## src/rtl/booth_seq_mult.sv

```systemverilog
// Sequential radix-2 Booth signed multiplier: one add/sub-and-shift step per clock,
// WIDTH steps per product, start/busy/done handshake with a held product register.
module booth_seq_mult #(
    parameter int WIDTH = 8,
    parameter int CNT_W = 4
) (
    input  logic                 clk,
    input  logic                 reset,
    input  logic                 start,
    input  logic [WIDTH-1:0]     multiplicand,
    input  logic [WIDTH-1:0]     multiplier,
    output logic                 busy,
    output logic                 done,
    output logic [2*WIDTH-1:0]   product
);

    localparam logic [CNT_W-1:0] LAST_CNT = CNT_W'(WIDTH - 1);

    typedef enum logic {IDLE, RUN} state_t;

    state_t           state, state_nxt;
    logic [WIDTH:0]   a, q, m_ext, sum, a_nxt, q_nxt;
    logic [WIDTH-1:0] m;
    logic [CNT_W-1:0] cnt;
    logic             load, last;

    // One extra accumulator bit keeps A - (-2^(WIDTH-1)) from overflowing.
    always_comb m_ext = {m[WIDTH-1], m};

    always_comb begin
        sum = a;
        case (q[1:0])
            2'b01:   sum = a + m_ext;
            2'b10:   sum = a - m_ext;
            default: sum = a;
        endcase
        a_nxt = {sum[WIDTH], sum[WIDTH:1]};
        q_nxt = {sum[0], q[WIDTH:1]};
    end

    always_ff @(posedge clk or posedge reset) begin
        if (reset) state <= IDLE;
        else       state <= state_nxt;
    end

    always_comb begin
        state_nxt = state;
        load      = 1'b0;
        last      = 1'b0;
        case (state)
            IDLE: if (start) begin
                load      = 1'b1;
                state_nxt = RUN;
            end
            RUN: if (cnt == LAST_CNT) begin
                last      = 1'b1;
                state_nxt = IDLE;
            end
            default: state_nxt = IDLE;
        endcase
    end

    always_ff @(posedge clk or posedge reset) begin
        if (reset) begin
            a       <= '0;
            q       <= '0;
            m       <= '0;
            cnt     <= '0;
            busy    <= 1'b0;
            done    <= 1'b0;
            product <= '0;
        end else begin
            busy <= (state_nxt == RUN);
            done <= last;
            if (load) begin
                m   <= multiplicand;
                a   <= '0;
                q   <= {multiplier, 1'b0};
                cnt <= '0;
            end else if (state == RUN) begin
                a   <= a_nxt;
                q   <= q_nxt;
                cnt <= cnt + CNT_W'(1);
            end
            // Product is taken from the final step's shifted result, not the registers.
            if (last) product <= {a_nxt[WIDTH-1:0], q_nxt[WIDTH:1]};
        end
    end

endmodule

```

## config.mk

```make
export PLATFORM = sky130hd
export DESIGN_NAME = booth_seq_mult
export DESIGN_NICKNAME = d
export VERILOG_FILES = /design/src/rtl/booth_seq_mult.sv
export SDC_FILE = /design/constraint.sdc
export NUM_CORES = 1
export LEC_CHECK = 0
export ABC_AREA = 1
export ABC_CLOCK_PERIOD_IN_PS = 2500
export CAP_MARGIN = 20
export CORE_ASPECT_RATIO = 1.25
export CORE_MARGIN = 2
export CORE_UTILIZATION = 49
export DETAILED_ROUTE_END_ITERATION = 8
export PLACE_DENSITY = 0.73
export SETUP_SLACK_MARGIN = 0.02
export SYNTH_ARGS = -nofsm -noshare
export SYNTH_HDL_FRONTEND = slang
export SYNTH_SLANG_ARGS = --single-unit
```

## constraint.sdc

```tcl
create_clock -name clk -period 2.5 [get_ports clk]
set_clock_uncertainty 0.2 [all_clocks]
set_input_delay 0.25 -clock clk [delete_from_list [all_inputs] [get_ports clk]]
set_output_delay 0.25 -clock clk [all_outputs]
set_load 0.02 [all_outputs]
```

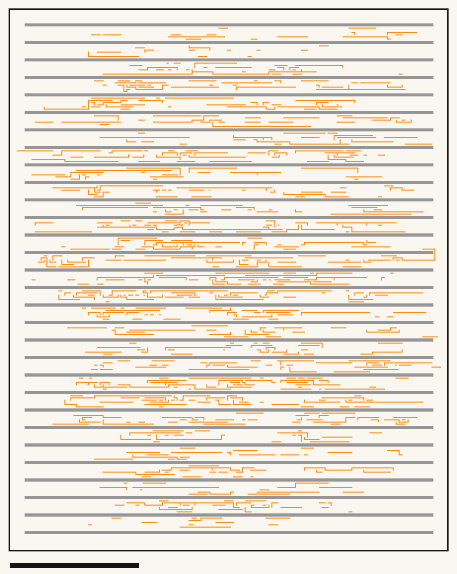
met1.png
The bar under the picture is 20 um long. Supply wires on this layer in gray.
share of all routed wire: 42%
nets with wire on the layer: 355
longest straight run: 15.5 um
wire length on this layer: 2430 um
main direction: horizontal
met1 usage: 25.6%
total number of vias: 2202
total wire length: 5800 um

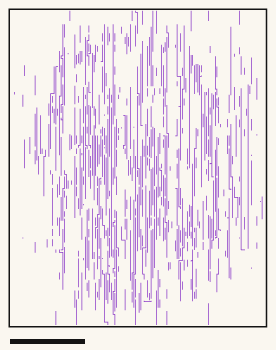
met2.png
The bar under the picture is 20 um long.
nets with wire on the layer: 322
wire length on this layer: 3130 um
met2 usage: 38.7%

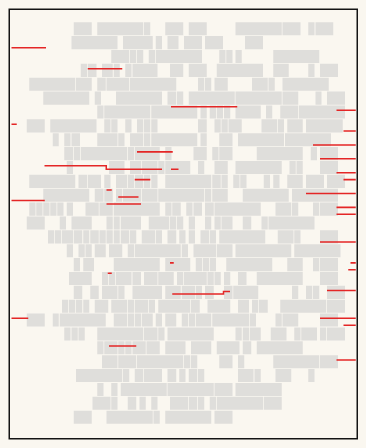
met3.png
Cells faint in the background.
share of all routed wire: 2.9%
longest straight run: 12.6 um
wire length on this layer: 165 um
met3 GRT Util: 3.78%

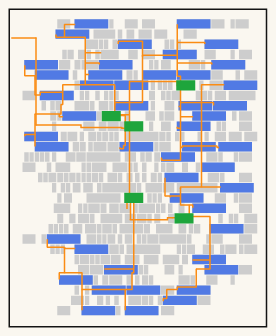
clock_map.png
[blue] flip-flops | count: 47
[orange] clock wires | length: 577 um
[green] cells driving clock nets | count: 5
flops lie: all over the die
routed clock nets: 6
clk_lat worst skew: 0.30 ns

==> out/metrics.csv <==
stage;metric;value;unit
status;outcome;finished with violations;
status;violations;setup timing;
finish;final_layout_top_logic_cells;nand2_1 (105), dfrtp_1 (47), clkdlybuf4s50_1 (36), inv_1 (33), buf_4 (20);
yosys;yosys_warnings;0;
timing;fin_ws;-0.0320;ns
detailed_routing;drtPass1Iterations;4;
finish;largestClassByArea;logic gates;
critical_path;cp-startpoint;m[0];
grt;antenna_found_initial;0;
finish;final-clk-cell-share;3.64;%
yosys;synth_area_per_cell;8.13;um^2
finish;n_all_inverters;40;
critical_path;path_delay_family;simple AND/OR/NAND/NOR gates;
placement;port_buffers;36;
timing;max_freq;0.395;GHz
clocking;cts_hold_buf;0;
finish;drive_gt1_share;18.7;%
timing;setup-violations-final;2;
critical_path;required;2.50;ns
timing;worst_slew_pin_slew;0.502;ns
==> cells by family after synthesis <==
family	after synthesis	synth area share (%)
AND-OR/OR-AND	49	12.8
XOR/XNOR	6	2.10
adder cells (fa/ha/maj)	12	6.30
buffers and inverters	50	8.35
flip-flops	47	47.0
multiplexers	1	0.400
AND/OR/NAND/NOR	143	23.0
